<file path="src/rtl/ps2_key_decoder.sv">
// PS/2 key-event decoder: maps scan codes to per-key level/press/release/auto-repeat outputs.
// Optional event latch (ev_* ports) is enabled by defining KEYDEC_EVENT_LATCH_EN.
module ps2_key_decoder #(
  parameter int unsigned                NUM_KEYS      = 16,
  parameter logic [NUM_KEYS*8-1:0]      KEY_CODES     = '0,
  parameter logic [NUM_KEYS*2-1:0]      KEY_MODES     = '0,
  parameter int unsigned                REPEAT_DELAY  = 25_000_000,
  parameter int unsigned                REPEAT_PERIOD = 4_194_304,
  parameter int unsigned                CNT_W         = 32
) (
  input  logic                clk,
  input  logic                rst,
  input  logic [7:0]          ps2_byte,
  input  logic                ps2_state,
  output logic [NUM_KEYS-1:0] keys,
  output logic                any_key
`ifdef KEYDEC_EVENT_LATCH_EN
  ,
  output logic                ev_valid,
  output logic [7:0]          ev_code,
  input  logic                ev_ack,
  output logic                ev_overflow
`endif
);

  localparam int unsigned IdxW = (NUM_KEYS > 1) ? $clog2(NUM_KEYS) : 1;
  localparam logic [CNT_W-1:0] DelayLast  = CNT_W'(REPEAT_DELAY - 1);
  localparam logic [CNT_W-1:0] PeriodLast = CNT_W'(REPEAT_PERIOD - 1);

  typedef enum logic [1:0] {StIdle, StDelay, StRepeat} rep_st_e;

  logic                state_s1_q, state_s2_q;
  logic [7:0]          byte_s1_q, byte_s2_q;
  logic [NUM_KEYS-1:0] match, rise, fall, rep_rise, rep_pulse;
  logic [NUM_KEYS-1:0] prev_match_q;
  logic [NUM_KEYS-1:0] keys_d, keys_q;
  logic                any_key_d, any_key_q;
  rep_st_e             rep_st_d, rep_st_q;
  logic [IdxW-1:0]     idx_d, idx_q, new_idx;
  logic [CNT_W-1:0]    cnt_d, cnt_q;
  logic                rep_hit;

  always_comb begin
    match    = '0;
    rep_rise = '0;
    for (int i = 0; i < int'(NUM_KEYS); i++) begin
      match[i] = state_s2_q && (byte_s2_q == KEY_CODES[8*i+:8]);
    end
    rise = match & ~prev_match_q;
    fall = ~match & prev_match_q;
    for (int i = 0; i < int'(NUM_KEYS); i++) begin
      rep_rise[i] = rise[i] && (KEY_MODES[2*i+:2] == 2'b10);
    end
    rep_hit = |rep_rise;
    // Lowest-numbered rising repeat key wins if duplicates share a code.
    new_idx = '0;
    for (int i = int'(NUM_KEYS) - 1; i >= 0; i--) begin
      if (rep_rise[i]) new_idx = IdxW'(i);
    end
  end

  // Shared typematic engine: only one scan code can be held at a time.
  always_comb begin
    rep_st_d  = rep_st_q;
    idx_d     = idx_q;
    cnt_d     = cnt_q;
    rep_pulse = '0;
    if (rep_hit) begin
      rep_pulse[new_idx] = 1'b1;
      idx_d              = new_idx;
      cnt_d              = '0;
      rep_st_d           = StDelay;
    end else begin
      unique case (rep_st_q)
        StIdle: ;
        StDelay: begin
          if (!match[idx_q]) begin
            rep_st_d = StIdle;
            cnt_d    = '0;
          end else if (cnt_q == DelayLast) begin
            rep_pulse[idx_q] = 1'b1;
            cnt_d            = '0;
            rep_st_d         = StRepeat;
          end else begin
            cnt_d = cnt_q + CNT_W'(1);
          end
        end
        StRepeat: begin
          if (!match[idx_q]) begin
            rep_st_d = StIdle;
            cnt_d    = '0;
          end else if (cnt_q == PeriodLast) begin
            rep_pulse[idx_q] = 1'b1;
            cnt_d            = '0;
          end else begin
            cnt_d = cnt_q + CNT_W'(1);
          end
        end
        default: rep_st_d = StIdle;
      endcase
    end
  end

  always_comb begin
    keys_d = '0;
    for (int i = 0; i < int'(NUM_KEYS); i++) begin
      unique case (KEY_MODES[2*i+:2])
        2'b00: keys_d[i] = match[i];
        2'b01: keys_d[i] = rise[i];
        2'b10: keys_d[i] = rep_pulse[i];
        2'b11: keys_d[i] = fall[i];
        default: keys_d[i] = 1'b0;
      endcase
    end
    any_key_d = |match;
  end

  always_ff @(posedge clk) begin
    if (rst) begin
      state_s1_q   <= 1'b0;
      state_s2_q   <= 1'b0;
      byte_s1_q    <= '0;
      byte_s2_q    <= '0;
      prev_match_q <= '0;
      keys_q       <= '0;
      any_key_q    <= 1'b0;
      rep_st_q     <= StIdle;
      idx_q        <= '0;
      cnt_q        <= '0;
    end else begin
      state_s1_q   <= ps2_state;
      state_s2_q   <= state_s1_q;
      byte_s1_q    <= ps2_byte;
      byte_s2_q    <= byte_s1_q;
      prev_match_q <= match;
      keys_q       <= keys_d;
      any_key_q    <= any_key_d;
      rep_st_q     <= rep_st_d;
      idx_q        <= idx_d;
      cnt_q        <= cnt_d;
    end
  end

  assign keys    = keys_q;
  assign any_key = any_key_q;

`ifdef KEYDEC_EVENT_LATCH_EN
  logic       ev_valid_d, ev_valid_q;
  logic [7:0] ev_code_d, ev_code_q;
  logic       ev_overflow_d, ev_overflow_q;

  // An ack in the same cycle as a new press frees the slot for the new code.
  always_comb begin
    ev_valid_d    = ev_valid_q;
    ev_code_d     = ev_code_q;
    ev_overflow_d = ev_overflow_q;
    if (|rise) begin
      if (!ev_valid_q || ev_ack) begin
        ev_valid_d = 1'b1;
        ev_code_d  = byte_s2_q;
      end else begin
        ev_overflow_d = 1'b1;
      end
    end else if (ev_ack) begin
      ev_valid_d = 1'b0;
    end
  end

  always_ff @(posedge clk) begin
    if (rst) begin
      ev_valid_q    <= 1'b0;
      ev_code_q     <= '0;
      ev_overflow_q <= 1'b0;
    end else begin
      ev_valid_q    <= ev_valid_d;
      ev_code_q     <= ev_code_d;
      ev_overflow_q <= ev_overflow_d;
    end
  end

  assign ev_valid    = ev_valid_q;
  assign ev_code     = ev_code_q;
  assign ev_overflow = ev_overflow_q;
`endif

endmodule

</file>
<file path="config.mk">
export PLATFORM = sky130hd
export DESIGN_NAME = ps2_key_decoder
export DESIGN_NICKNAME = d
export VERILOG_FILES = /design/src/rtl/ps2_key_decoder.sv
export SDC_FILE = /design/constraint.sdc
export NUM_CORES = 1
export LEC_CHECK = 0
export ABC_AREA = 1
export CORE_ASPECT_RATIO = 1.5
export CORE_MARGIN = 4
export CORE_UTILIZATION = 25
export DETAILED_ROUTE_END_ITERATION = 8
export RECOVER_POWER = 50
export SYNTH_ARGS = -nofsm -noshare
export SYNTH_HDL_FRONTEND = slang
export SYNTH_SLANG_ARGS = --single-unit
</file>
<file path="constraint.sdc">
create_clock -name clk -period 1.4 [get_ports clk]
set_clock_uncertainty 0.2 [all_clocks]
set_input_delay 0.28 -clock clk [delete_from_list [all_inputs] [get_ports clk]]
set_output_delay 0.28 -clock clk [all_outputs]
set_load 0.01 [all_outputs]
</file>
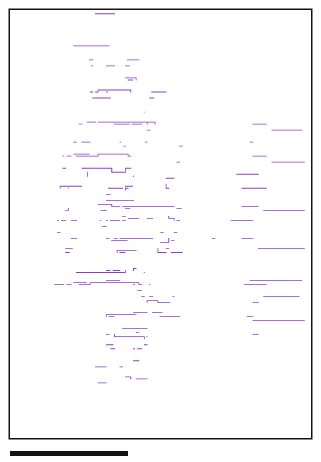
Figure 1: run 1, signal wires on met1.
Scale bar: 20 microns.
wire length on this layer = 289 microns
share of all routed wire = 32%
longest straight run = 9.70 microns
main direction = horizontal
nets with wire on the layer = 87

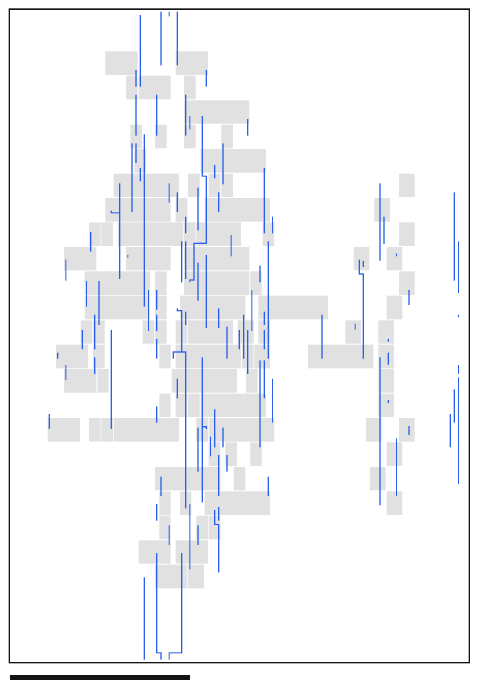
Figure 2: run 1, the metal 2 layer.
Scale bar: 20 microns. Cells faint in the background.
main direction = vertical
share of all routed wire = 52%

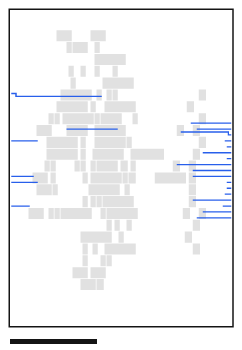
Figure 3: run 1, signal wires on met3.
Scale bar: 20 microns. Cells faint in the background.
wire length on this layer = 146 microns
share of all routed wire = 16%
longest straight run = 19.5 microns
Total Routed Length: 904 microns
routed vias: 468
M3 GR Usage: 0.0349

==> run 1: layer usage <==
metal	part of all wire	global-route usage
met1	0.32	0.0457
met2	0.52	0.0890
met3	0.16	0.0349
met4	0	0.0180
met5	0	0
==> run 1: critical path, stage by stage (launching register included) <==
cell	delay, ps
dfxtp_2	330
buf_12	130
buf_2	140
==> run 1: sequential cells by signal, summed over array words and instances (netlist names) <==
register    count
byte_s2_q       8
byte_s1_q       8
keys            1
state_s2_q      1
state_s1_q      1
==> run 1: layout make-up <==
cell class	instances	share of cell area
multi-input combinational	25	0.113
clock buffer	4	0.0527
timing repair buffer	30	0.250
tap	37	0.0542
inverter	19	0.0835
sequential	19	0.447
==> run 1: per-stage QoR <==
step	hold WS, ps	cells	setup slack (ps)	utilization	total power, mW
after CTS	205	134	73.6	0.322	1.01
final	201	134	85.5	0.319	0.996
after detailed placement	197	130	-106	0.336	0.674
after global placement	190	130	-78.2	0.336	0.671
after floorplan	187	81	123	-	0.634
after global routing	212	134	22.9	0.319	1.06
==> run 1: logic make-up (layout without fill, tap and decap cells) <==
kind of cell | count (synthesis) | after routing
AND/OR/NAND/NOR | 25 | 25
buffers and inverters | 37 | 53
flip-flops | 19 | 19
==> run 1: power by group through the flow <==
stage / logic, mW / registers [mW] / clock network, mW
2_1_floorplan: 0.0508 / 0.584 / 0
3_5_place_dp: 0.0897 / 0.584 / 0
3_3_place_gp: 0.0878 / 0.583 / 0
4_1_cts: 0.0819 / 0.572 / 0.360
6_report: 0.0769 / 0.571 / 0.348
5_1_grt: 0.0876 / 0.573 / 0.394
==> run 1: worst paths after layout <==
kind,to,slack [ps],cells after the start
setup reg to reg,keys[0],580,3
hold / removal,byte_s2_q[0],200,2
setup / recovery,keys[13],90,2
hold reg to reg,byte_s2_q[0],200,2
==> qor_table.md, run 1 <==
| Quantity | Value | Unit |
|---|---|---|
| Run status | complete, no violations | - |
| Post-synth net total | 92 | - |
| Number of warnings reported in the yosys synthesis log | 0 | - |
| Fp_density | 0.259 | - |
| DRT iter0 DRCs | 2 | - |
| Summed standard-cell area reported by yosys | 694 | sq um |
| Hold buffer count at cts | 0 | - |
| Proportion of synthesized area in mux cells | 0 | - |
| Area of the die | 0.00370 | sq mm |
| Main logic family after synthesis | buffers and inverters | - |
| Placer congestion estimate | 0.642 | - |
| Required time at the endpoint of the critical path | 920 | ps |
| Type of element launching the critical path | register | - |
| List of most frequent post-synthesis cells | 23 x nor2_1, 19 x dfxtp_1, 19 x inv_1 | - |
| Internal power | 0.811 | mW |
| Worst-skew pair later-pin latency | 240 | ps |
| Maximum number of pins on one net before global-route repair | 18 | - |
| Setup-violating endpoint count in the final report | 0 | - |
| Global-route wire length before repair | 1.43 | mm |
| Share of flip-flops with an asynchronous set or reset | 0 | - |
| Die extent in x | 51.0 | microns |
| Remaining global-route overflow | 0 | - |
| Highest-count logic cell in the final layout | nor2_1 | - |
| Per-cell routed wire length | 6.75 | microns |
| Proportion of synthesized chip area in sequential cells | 0.548 | - |
| Post-route minimum period | 1310 | ps |
| Placed wire-length estimate after detailed placement | 748 | microns |
| Areal power density over the cells | 1170 | mW/mm^2 |
| GR Util All Layers | 0.0510 | - |
| Number of remaining DRC errors | 0 | - |
| Setup repair after global routing missed its margin | no | - |
| Start point of the critical path | keys[0] | - |
| Number of hold violations in the final report | 0 | - |
| Post-layout net count | 109 | - |
| Switching share of total power | 0.186 | - |
| Row count | 23 | - |
| Combinational cell fraction of total power | 0.077 | - |
| Number of max-cap violations | 0 | - |
| Num CTS Buffers | 3 | - |
| Area share of the largest cell type after synthesis | 0.548 | - |
| Crit Path Class | register to primary output | - |
| Number of global-route vias before repair | 377 | - |
| Part of the cycle the worst path needs | 0.939 | - |
| XOR/XNOR Fraction of Synth Area | 0 | - |
| Io pins | 28 | - |
Figure 4. Cell density map (run 1).
5 x 7 tiles, from white (low) to dark blue (high), 0 to 100% covered.
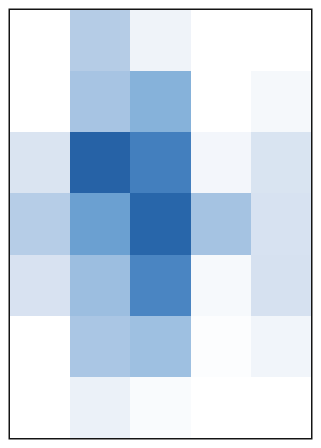

--- run 2 (diff from run 1) ---
--- a/config.mk
+++ b/config.mk
@@ -6,9 +6,11 @@
 export NUM_CORES = 1
 export LEC_CHECK = 0
 export ABC_AREA = 1
+export ABC_CLOCK_PERIOD_IN_PS = 1300
 export CORE_ASPECT_RATIO = 1.5
 export CORE_MARGIN = 4
 export CORE_UTILIZATION = 25
+export CTS_CLUSTER_SIZE = 25
 export DETAILED_ROUTE_END_ITERATION = 8
 export RECOVER_POWER = 50
 export SYNTH_ARGS = -nofsm -noshare
==> constraint.sdc (replaced) <==
create_clock -name clk -period 1.3 [get_ports clk]
set_clock_uncertainty 0.2 [all_clocks]
set_input_delay 0.26 -clock clk [delete_from_list [all_inputs] [get_ports clk]]
set_output_delay 0.26 -clock clk [all_outputs]
set_load 0.01 [all_outputs]
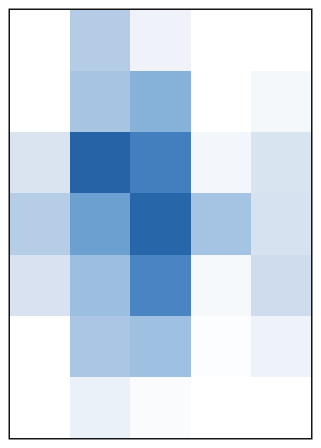
Figure 5: run 2, cell density map.
5 x 7 tiles, from white (low) to dark blue (high), 0 to 100% covered.
emptiest ninth of the die = north-east
mean over tiles = 22%
tiles over 75% full = 5.7%
densest ninth of the die = center
fullest tile = 80%
utilization after layout: 0.321
fp_density: 0.259
area inside the core boundary: 0.00268 sq mm

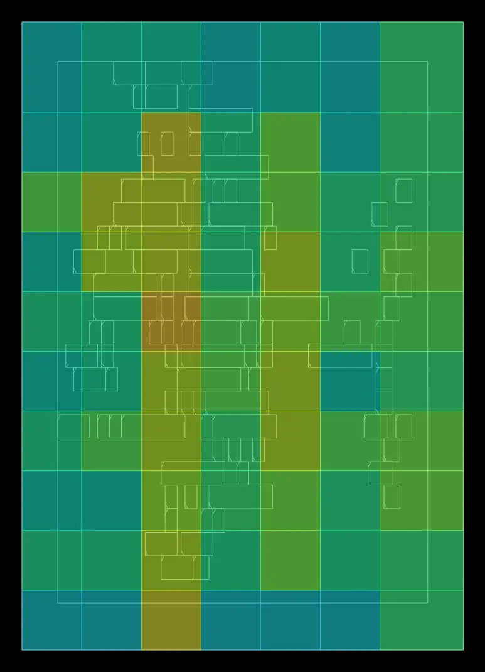
Figure 6: run 2, congestion heat map.
GRT met2 Usage: 0.0890
GR Util All Layers: 0.0510

==> qor_table.md, run 2 <==
| Quantity | Value | Unit | vs previous |
|---|---|---|---|
| Run status | complete, no violations | - |  |
| Number of max-cap violations | 0 | - | unchanged |
| Finished Layout Cells | 134 | - | unchanged |
| Part of the cycle the worst path needs | 0.999 | - |  |
| Area share of the largest cell type after synthesis | 0.548 | - | unchanged |
| Post-synth net total | 92 | - | unchanged |
| Setup repair after global routing missed its margin | yes | - |  |
| Number of global-route vias before repair | 377 | - | unchanged |
| Per-cell routed wire length | 6.74 | microns | -0.11% |
| Post-layout net count | 109 | - | unchanged |
| Longest individual stage delay on the worst path | 330 | ps | about the same |
| Critical path's slowest cell | dfxtp_2 | - |  |
| Share of flip-flops with an asynchronous set or reset | 0 | - | unchanged |
| Global-route wire length before repair | 1.43 | mm | unchanged |
| Summed standard-cell area reported by yosys | 694 | sq um | unchanged |
| Required time at the endpoint of the critical path | 840 | ps | -80 ps |
| Die extent in x | 51.0 | microns | unchanged |
| Areal power density over the cells | 1250 | mW/mm^2 | +7.1% |
| Setup WS post-layout | 0.743 | ps | -84.8 ps |
| Routed vias | 468 | - | unchanged |
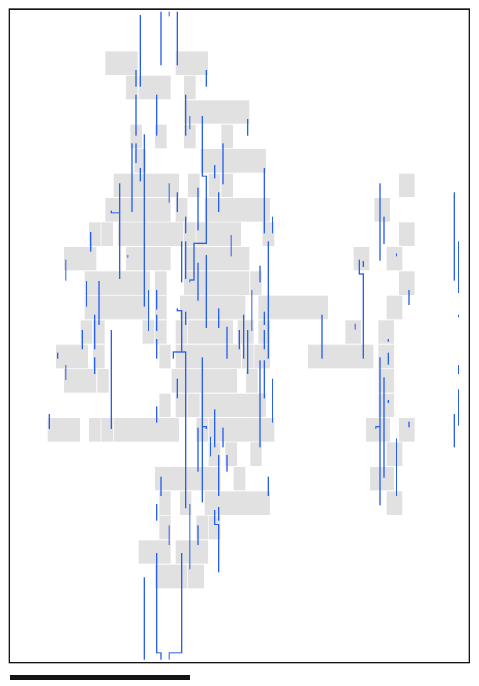
Figure 7: run 2, the metal 2 layer.
Scale bar: 20 microns. Cells faint in the background.
longest straight run = 19.0 microns
share of all routed wire = 52%
wire length on this layer = 469 microns
Total Routed Length: 903 microns

-- run 2: cell counts after synthesis --
Identical to the previous run, type by type.
-- run 2: where the power goes --
part / total [mW] / switching, mW / internal [mW]
registers: 0.615 / 0.00635 / 0.609
logic: 0.0834 / 0.0355 / 0.0479
clock network: 0.375 / 0.158 / 0.217
-- run 2: area by class of cell --
| cell class | instances | area [sq um] |
|---|---|---|
| clock buffers | 4 | 45.0 |
| fillers | 297 | 1820 |
| inverters | 19 | 71.3 |
| multi-input cells | 25 | 96.3 |
| flip-flops and latches | 19 | 382 |
| well taps | 37 | 46.3 |
| repair buffers | 30 | 219 |
-- run 2: worst paths after layout --
| path | end | cells past startpoint | slack [ps] | startpoint |
|---|---|---|---|---|
| worst min-delay path | byte_s2_q[0] | 2 | 200 | byte_s1_q[0] |
| worst max-delay path | keys[13] | 2 | 0.7 | keys[0] |
| worst min register to register | byte_s2_q[0] | 2 | 200 | byte_s1_q[0] |
| worst max register to register | keys[0] | 3 | 480 | byte_s2_q[3] |
-- run 2: logic make-up after synthesis --
| group | Yosys count | synth area share |
|---|---|---|
| buffers and inverters | 37 | 0.314 |
| DFF | 19 | 0.548 |
| and+or+nand+nor | 25 | 0.139 |
-- run 2: routing by layer --
layer | part of all wire | up-vias | routed length (microns)
met5 | 0 | - | 0
met4 | 0 | 0 | 0
met3 | 0.17 | 0 | 153
met2 | 0.52 | 25 | 469
met1 | 0.31 | 204 | 280
li1 | - | 239 | -
-- run 2: repair_timing --
item,4_1_cts,5_1_grt
endpoints found under the setup margin,17,17
buffers inserted,0,0
resized,69,2
-- run 2: critical path, delay by kind of cell, from the launching register on --
kind                   cells  cell delay (ps)
DFF                        1              330
buffers and inverters      2              270
No activity file was given, so power comes from the tool's default toggle rates.
